### Port wiring, run 1

Drawn at 4 px/µm.
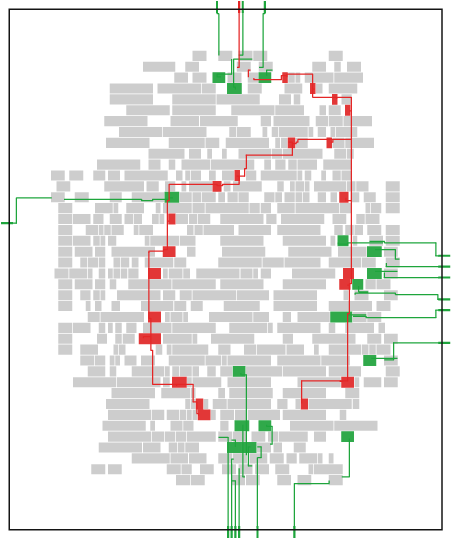
### Register map, names as in the netlist, run 1

Drawn at 2 px/µm. Other sequential cells in the stronger gray, the rest of the logic in the fainter gray.
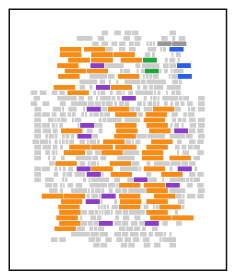
### Clock wires, drivers and flops, run 1

Drawn at 2 px/µm.
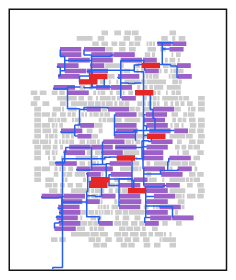
## src/rtl/pc_sequencer_pkg.sv

```systemverilog
// Shared definitions for the PC sequencer.
//   PC_INC               : sequential instruction stride in bytes
//   DEFAULT_RESET_VECTOR : PC value loaded by reset unless overridden
//   pc_sel_e             : next-PC source, listed highest priority first
package pc_sequencer_pkg;

  localparam int PC_INC               = 4;
  localparam int DEFAULT_RESET_VECTOR = 0;

  typedef enum logic [2:0] {
    SEL_RAS,
    SEL_REG,
    SEL_JUMP,
    SEL_BRANCH,
    SEL_SEQ
  } pc_sel_e;

endpackage

```

## src/rtl/pc_ras.sv

```systemverilog
// Circular return-address stack.
// Ports:
//   clk, rst        : clock, synchronous active-high reset (pointer/count/flag only)
//   push, pop       : stack operations; both together replace the top entry
//   push_data       : address written by a push
//   top             : most recently pushed entry (undefined while empty)
//   empty, full     : occupancy status
//   overflow        : sticky, set when a push overwrote the oldest entry
module pc_ras #(
  parameter int ADDR_W    = 16,
  parameter int RAS_DEPTH = 4
) (
  input  logic              clk,
  input  logic              rst,
  input  logic              push,
  input  logic              pop,
  input  logic [ADDR_W-1:0] push_data,
  output logic [ADDR_W-1:0] top,
  output logic              empty,
  output logic              full,
  output logic              overflow
);

  localparam int PTR_W = (RAS_DEPTH > 1) ? $clog2(RAS_DEPTH) : 1;
  localparam int CNT_W = $clog2(RAS_DEPTH + 1);
  localparam logic [PTR_W-1:0] LAST_IDX = PTR_W'(RAS_DEPTH - 1);
  localparam logic [CNT_W-1:0] FULL_CNT = CNT_W'(RAS_DEPTH);

  logic [ADDR_W-1:0] entries [RAS_DEPTH];
  logic [PTR_W-1:0]  ptr;       // next slot to write
  logic [PTR_W-1:0]  top_idx;   // slot holding the newest entry
  logic [PTR_W-1:0]  ptr_inc;
  logic [CNT_W-1:0]  count;
  logic              replace;

  assign top_idx = (ptr == '0) ? LAST_IDX : ptr - PTR_W'(1);
  assign ptr_inc = (ptr == LAST_IDX) ? '0 : ptr + PTR_W'(1);
  assign empty   = (count == '0);
  assign full    = (count == FULL_CNT);
  assign top     = entries[top_idx];
  // A pop with nothing to pop degenerates to a plain push.
  assign replace = push && pop && !empty;

  always_ff @(posedge clk) begin
    if (rst) begin
      ptr      <= '0;
      count    <= '0;
      overflow <= 1'b0;
    end else if (replace) begin
      ptr      <= ptr;
      count    <= count;
    end else if (push) begin
      ptr <= ptr_inc;
      // When full the write lands on the oldest slot, so depth stays capped.
      if (full) overflow <= 1'b1;
      else      count    <= count + CNT_W'(1);
    end else if (pop && !empty) begin
      ptr   <= top_idx;
      count <= count - CNT_W'(1);
    end
  end

  // Entry storage carries no reset; stale contents are unreachable once count is 0.
  always_ff @(posedge clk) begin
    if (replace)   entries[top_idx] <= push_data;
    else if (push) entries[ptr]     <= push_data;
  end

endmodule

```

## src/rtl/pc_sequencer.sv

```systemverilog
// Program-counter sequencer with jump, register jump, branch and a
// return-address stack for call/return prediction.
// Ports:
//   clk, rst        : clock, synchronous active-high reset (overrides stall)
//   stall           : hold all state
//   jump            : jump instruction; jump_from_reg selects jr, link selects jal
//   ret             : register jump is a return (pops the stack)
//   branch, zero    : conditional branch taken when zero is set
//   branch_offset   : signed word offset for branches
//   jump_offset     : absolute word index for direct jumps
//   read_data1      : rs register value for register jumps
//   pc              : current instruction address
//   link_addr       : pc+4, combinational
//   ras_overflow    : sticky stack overflow flag
//   ras_underflow   : one-cycle pulse after a return found the stack empty
module pc_sequencer
  import pc_sequencer_pkg::*;
#(
  parameter int                ADDR_W       = 16,
  parameter int                RAS_DEPTH    = 4,
  parameter logic [ADDR_W-1:0] RESET_VECTOR = ADDR_W'(DEFAULT_RESET_VECTOR)
) (
  input  logic              clk,
  input  logic              rst,
  input  logic              stall,
  input  logic              jump,
  input  logic              jump_from_reg,
  input  logic              link,
  input  logic              ret,
  input  logic              branch,
  input  logic              zero,
  input  logic [15:0]       branch_offset,
  input  logic [25:0]       jump_offset,
  input  logic [ADDR_W-1:0] read_data1,
  output logic [ADDR_W-1:0] pc,
  output logic [ADDR_W-1:0] link_addr,
  output logic              ras_overflow,
  output logic              ras_underflow
);

  pc_sel_e                  sel;
  logic [ADDR_W-1:0]        next_pc;
  logic [ADDR_W-1:0]        jump_tgt;
  logic [ADDR_W-1:0]        branch_tgt;
  logic signed [ADDR_W-1:0] branch_disp;
  logic [ADDR_W-1:0]        ras_top;
  logic                     ras_empty;
  logic                     ras_full;
  logic                     ras_push;
  logic                     ras_pop;
  logic                     reg_jump;
  logic                     underflow_hit;

  assign link_addr   = pc + ADDR_W'(PC_INC);
  assign jump_tgt    = ADDR_W'({jump_offset, 2'b00});
  assign branch_disp = ADDR_W'($signed({branch_offset, 2'b00}));
  assign branch_tgt  = link_addr + branch_disp;
  assign reg_jump    = jump && jump_from_reg;

  always_comb begin
    sel = SEL_SEQ;
    if (reg_jump && ret && !ras_empty) sel = SEL_RAS;
    else if (reg_jump)                 sel = SEL_REG;
    else if (jump)                     sel = SEL_JUMP;
    else if (branch && zero)           sel = SEL_BRANCH;
  end

  always_comb begin
    next_pc = link_addr;
    case (sel)
      SEL_RAS:    next_pc = ras_top;
      SEL_REG:    next_pc = read_data1;
      SEL_JUMP:   next_pc = jump_tgt;
      SEL_BRANCH: next_pc = branch_tgt;
      default:    next_pc = link_addr;
    endcase
  end

  // Stack operations are squashed by stall and by reset on the same edge.
  assign ras_push      = !rst && !stall && jump && link;
  assign ras_pop       = !rst && !stall && (sel == SEL_RAS);
  assign underflow_hit = reg_jump && ret && ras_empty;

  pc_ras #(
    .ADDR_W    (ADDR_W),
    .RAS_DEPTH (RAS_DEPTH)
  ) u_ras (
    .clk       (clk),
    .rst       (rst),
    .push      (ras_push),
    .pop       (ras_pop),
    .push_data (link_addr),
    .top       (ras_top),
    .empty     (ras_empty),
    .full      (ras_full),
    .overflow  (ras_overflow)
  );

  // PC register stage
  always_ff @(posedge clk) begin
    if (rst) begin
      pc            <= RESET_VECTOR;
      ras_underflow <= 1'b0;
    end else if (stall) begin
      pc            <= pc;
      ras_underflow <= 1'b0;
    end else begin
      pc            <= next_pc;
      ras_underflow <= underflow_hit;
    end
  end

  logic unused_full;
  assign unused_full = ras_full;

endmodule
```

## config.mk

```make
export PLATFORM = sky130hd
export DESIGN_NAME = pc_sequencer
export DESIGN_NICKNAME = d
export VERILOG_FILES = /design/src/rtl/pc_sequencer_pkg.sv /design/src/rtl/pc_ras.sv /design/src/rtl/pc_sequencer.sv
export SDC_FILE = /design/constraint.sdc
export NUM_CORES = 1
export LEC_CHECK = 0
export CAP_MARGIN = 40
export CORE_ASPECT_RATIO = 1.25
export CORE_MARGIN = 10
export CORE_UTILIZATION = 50
export CTS_CLUSTER_DIAMETER = 150
export CTS_CLUSTER_SIZE = 40
export DETAILED_ROUTE_END_ITERATION = 8
export PLACE_DENSITY = 0.8
export SYNTH_ARGS = -nofsm -noshare
export SYNTH_HDL_FRONTEND = slang
export SYNTH_SLANG_ARGS = --single-unit
```

## constraint.sdc

```tcl
create_clock -name clk -period 5.26 [get_ports clk]
set_input_delay 1.052 -clock clk [delete_from_list [all_inputs] [get_ports clk]]
set_output_delay 1.052 -clock clk [all_outputs]
set_load 0.005 [all_outputs]
```

==> flow_summary.json, run 1 <==
{
  "async_reset_ff_frac": 0,
  "core.rowCount": 40,
  "tritoncts": "built",
  "critPathLaunchType": "flop",
  "seqCellArea_um2": 2380,
  "setup_tns_ns": 0,
  "drc": 0,
  "synthCells": 393,
  "p_leak_nw": 2.12,
  "final-comb-area_um2": 2260,
  "most-common-layout-cells": "86 x clkdlybuf4s50_1, 64 x edfxtp_1, 27 x nand2_1, 24 x a21oi_1, 23 x dfxtp_1",
  "yosys_area_um2": 4820,
  "cp_top_family": "buffers and inverters",
  "common_cells": "64 x edfxtp_1, 27 x nand2_1, 24 x a21oi_1",
  "antenna_found_initial": 0,
  "gp_congestion": 0.873,
  "path_buffers": 1,
  "grt_max_degree": 27,
  "worst-path-max-fanout": 8,
  "grt_pass1_wl_um": 20800,
  "clkCellAreaFrac": 0.0452,
  "slew_headroom": 0.449,
  "powerDensity_nw_per_um2": 273,
  "overflow": 0,
  "endpoint_kind": "output pin",
  "grt_usage": 0.191,
  "yosys_cells": 393,
  "swShare": 0.260,
  "ir_drop_mv": 0.158,
  "p_seq_frac": 0.468,
  "synth_nets": 480,
  "fa_ha_area_frac": 0.0550,
  "yosysMostFrequentCell": "edfxtp_1",
  "seq_share": 0.391,
  "status": "finished, final reports clean",
  "inverters_excl_clock": 14,
  "fp.dieH_um": 130,
  "final-nonclk-buf-share": 0.158,
  "fp_util": 0.507,
  "area_dominant_class": "registers",
  "chip_area_um2": 14000,
  "drt-initial-drc-count": 234,
  "ys_sh_simple": 0.123,
  "dpl-instance-area_um2": 5810,
  "buffers": 97,
  "hold_path.class": "reg -> reg",
  "routed_via_density": 6.12,
  "synth_area_um2": 4820,
  "ant_nets": 0
}
Notes on 'Port wiring' above:
`rst` -> red  # bits 1, direction input, edge north, end cells 21, buffers 2, wire 281 µm
`read_data1` -> green  # bits 16, direction input, edge 6 east, 6 south, 3 north, 1 west, end cells 16, buffers 16, wire 436 µm

Notes on 'Register map, names as in the netlist' above:
`u_ras.entries` -> orange  # sequential cells 64
`u_ras.ptr` -> green  # sequential cells 2
`pc` -> purple  # sequential cells 16
`u_ras.count` -> blue  # sequential cells 3
not colored = 2

Notes on 'Clock wires, drivers and flops' above:
flip-flops -> purple  # count 87
clock-net drivers -> red  # count 9
clock wires -> blue  # length 935 µm
routed clock nets = 10
Clock Power: 0.579 mW
Late-Pin Clk Latency: 0.33 ns

[run 1: sequential cells by signal (all words and copies together), names as in the netlist]
register,flops
u_ras.overflow,1
ras_underflow,1
pc,16
u_ras.ptr,2
u_ras.entries,64
u_ras.count,3
[run 1: path summary, 6_finish.rpt]
| path | startpoint | to | slack, ns | cells after the start |
|---|---|---|---|---|
| hold reg to reg | u_ras.overflow$_SDFFE_PP0P_ | u_ras.overflow$_SDFFE_PP0P_ | 0.47 | 2 |
| setup / recovery | pc[2]$_SDFFE_PP0N_ | link_addr[10] | 1.49 | 5 |
| setup reg to reg | pc[2]$_SDFFE_PP0N_ | pc[12]$_SDFFE_PP0N_ | 1.84 | 10 |
| hold / removal | u_ras.overflow$_SDFFE_PP0P_ | u_ras.overflow$_SDFFE_PP0P_ | 0.47 | 2 |
[run 1: per-stage QoR]
stage / cells / power (mW)
6_report: 613 / 1.66
5_1_grt: 613 / 1.73
2_1_floorplan: 393 / 0.956
3_3_place_gp: 596 / 1.08
3_5_place_dp: 597 / 1.09
4_1_cts: 613 / 1.67
[run 1: per-layer routing]
layer / share of wire / wire, µm / vias to the layer above / track usage
met1: 0.39 / 5170 / 1849 / 0.220
li1: - / - / 1719 / -
met3: 0.075 / 1010 / 12 / 0.0439
met4: 0.011 / 150 / 0 / 0.0567
met2: 0.53 / 7100 / 170 / 0.343
met5: 0 / 0 / - / 0
[run 1: worst min-delay path, cell delays in order (launching register included)]
cell	delay, ns
dfxtp_1	0.33
a21oi_1	0.04
nor2_1	0.07
[run 1: power by group through the flow]
stage	combinational, mW	sequential, mW	clock (mW)
after floorplan	0.170	0.786	0
after global placement	0.292	0.790	0
after detailed placement	0.303	0.791	0
after CTS	0.306	0.777	0.583
after global routing	0.333	0.779	0.617
final	0.305	0.777	0.579
--- run 2 (diff from run 1) ---
--- a/config.mk
+++ b/config.mk
@@ -8,11 +8,11 @@
 export CAP_MARGIN = 40
 export CORE_ASPECT_RATIO = 1.25
 export CORE_MARGIN = 10
-export CORE_UTILIZATION = 50
+export CORE_UTILIZATION = 47
 export CTS_CLUSTER_DIAMETER = 150
 export CTS_CLUSTER_SIZE = 40
 export DETAILED_ROUTE_END_ITERATION = 8
-export PLACE_DENSITY = 0.8
+export PLACE_DENSITY = 0.79
 export SYNTH_ARGS = -nofsm -noshare
 export SYNTH_HDL_FRONTEND = slang
 export SYNTH_SLANG_ARGS = --single-unit
==> constraint.sdc (replaced) <==
create_clock -name clk -period 3.3 [get_ports clk]
set_input_delay 0.66 -clock clk [delete_from_list [all_inputs] [get_ports clk]]
set_output_delay 0.66 -clock clk [all_outputs]
set_load 0.005 [all_outputs]
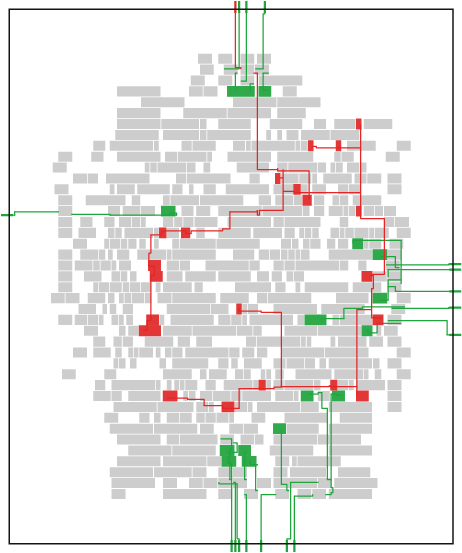
*Port wiring, run 2*
Drawn at 4 px/µm.
`rst` -> red  # bits 1, direction input, edge north, end cells 21, buffers 2, wire 350 µm
`read_data1` -> green  # bits 16, direction input, edge 7 south, 5 east, 3 north, 1 west, end cells 16, buffers 16, wire 504 µm
Ports: 101
I/O Buffers: 86

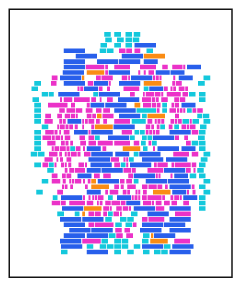
*Placement by cell class, run 2*
Drawn at 2 px/µm.
clock drivers and dummy loads -> orange  # cells 16, share of their area 4.8%
registers -> blue  # cells 87, share of their area 39%
remaining buffers and delay cells -> cyan  # cells 117, share of their area 18%
remaining logic cells -> magenta  # cells 287, share of their area 38%

==> run 2 against run 1 <==
Compared with the run above:
- power increased by 65%
- synthesized cell count unchanged
- critical path depth unchanged
- critical path type unchanged
- register-to-register slack got worse by 1.5 ns
- sequential power increased by about 60%
- largest power group unchanged
- sequential share of layout area decreased by 1.2 points
- highest routed layer unchanged
- clock power increased by 71%
- global-route usage decreased by 0.36 points
- non-clock buffer count increased by 20
- die size increased by 5.3%
- sequential cell count unchanged
==> flow_summary.json, run 2 <==
{
  "status": "finished, final reports clean",
  "chip_area_um2": 14700,
  "yosysMostFrequentCell": "edfxtp_1",
  "largest_register_ffs": 64,
  "fp.dieH_um": 133,
  "yosys_cells": 393,
  "clk_latency_ns": 0.34,
  "inverters_excl_clock": 14,
  "critPathLaunchType": "flop",
  "worst-path-max-fanout": 8,
  "dpl-instance-area_um2": 5980,
  "common_cells": "64 x edfxtp_1, 27 x nand2_1, 24 x a21oi_1",
  "antenna_found_initial": 0,
  "tritoncts": "built",
  "slew_headroom": 0.596,
  "clkCellAreaFrac": 0.0464,
  "fp_util": 0.479,
  "dp.cells": 620,
  "async_reset_ff_frac": 0,
  "gp_congestion": 0.892,
  "ir_drop_mv": 0.201,
  "synth_area_um2": 4820,
  "final-nonclk-buf-share": 0.179,
  "overflow": 0,
  "drc": 0,
  "seqCellArea_um2": 2380,
  "grt_usage": 0.187,
  "grt_max_degree": 21,
  "setup_tns_ns": 0,
  "grt_pass1_wl_um": 22300,
  "routed_via_density": 6.03,
  "hold_path.class": "reg -> reg",
  "powerDensity_nw_per_um2": 436,
  "final_cells": 636,
  "drt-initial-drc-count": 364,
  "most-common-layout-cells": "86 x clkdlybuf4s50_1, 64 x edfxtp_1, 29 x buf_4, 27 x nand2_1, 24 x a21oi_1"
}
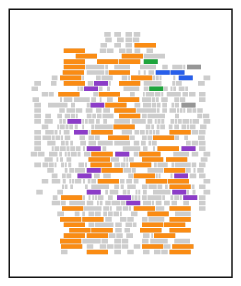
*Register map, names as in the netlist, run 2*
Drawn at 2 px/µm. Other sequential cells in the stronger gray, the rest of the logic in the fainter gray.
`u_ras.ptr` -> green  # sequential cells 2
`u_ras.entries` -> orange  # sequential cells 64
`u_ras.count` -> blue  # sequential cells 3
`pc` -> purple  # sequential cells 16
Final Util: 0.625
sequential power: 1.24 mW
flop share of the area: 0.379

run 2: final timing paths:
check,cells after the start,slack [ns],startpoint,endpoint
min,2,0.48,u_ras.overflow$_SDFFE_PP0P_,u_ras.overflow$_SDFFE_PP0P_
max,5,0.16,pc[5]$_SDFFE_PP0N_,link_addr[14]
max reg2reg,11,0.37,pc[5]$_SDFFE_PP0N_,pc[15]$_SDFFE_PP0N_
min reg2reg,2,0.48,u_ras.overflow$_SDFFE_PP0P_,u_ras.overflow$_SDFFE_PP0P_
run 2: stage by stage:
step / hold WS (ns) / power [mW]
2_1_floorplan: 0.460 / 1.52
3_3_place_gp: 0.458 / 1.75
3_5_place_dp: 0.466 / 1.76
4_1_cts: 0.483 / 2.75
5_1_grt: 0.528 / 2.83
6_report: 0.482 / 2.74
run 2: routing by layer:
metal / track usage / vias to the layer above / part of all wire
met2: 0.323 / 195 / 0.50
li1: - / 1772 / -
met4: 0.0681 / 0 / 0.021
met3: 0.0472 / 31 / 0.083
met5: 0 / - / 0
met1: 0.220 / 1839 / 0.39
run 2: cell families after synthesis:
group,after synthesis,synth area share
compound gates,106,0.168
xor+xnor,22,0.0415
fa+ha+maj,20,0.0550
buf+inv,33,0.0374
flops,87,0.494
mux,18,0.0812
simple gates,107,0.123
run 2: power by group:
group / switching (mW) / internal, mW
combinational: 0.247 / 0.263
clock: 0.403 / 0.586
sequential: 0.0314 / 1.21
run 2: critical path, cell delays in order (launching register included):
cell and delay, ns:
dfxtp_1 0.45, and4_4 0.32, and2_1 0.19, nand4_1 0.16
xnor2_2 0.40, clkdlybuf4s50_1 0.60
run 2: what timing repair did:
| action | in CTS | in global routing |
|---|---|---|
| gates resized | 1 | 0 |
| setup endpoints to repair | 1 | 0 |
| hold buffers | 0 | 0 |
Power figures rest on the tool's default switching activity, not on a simulated workload.
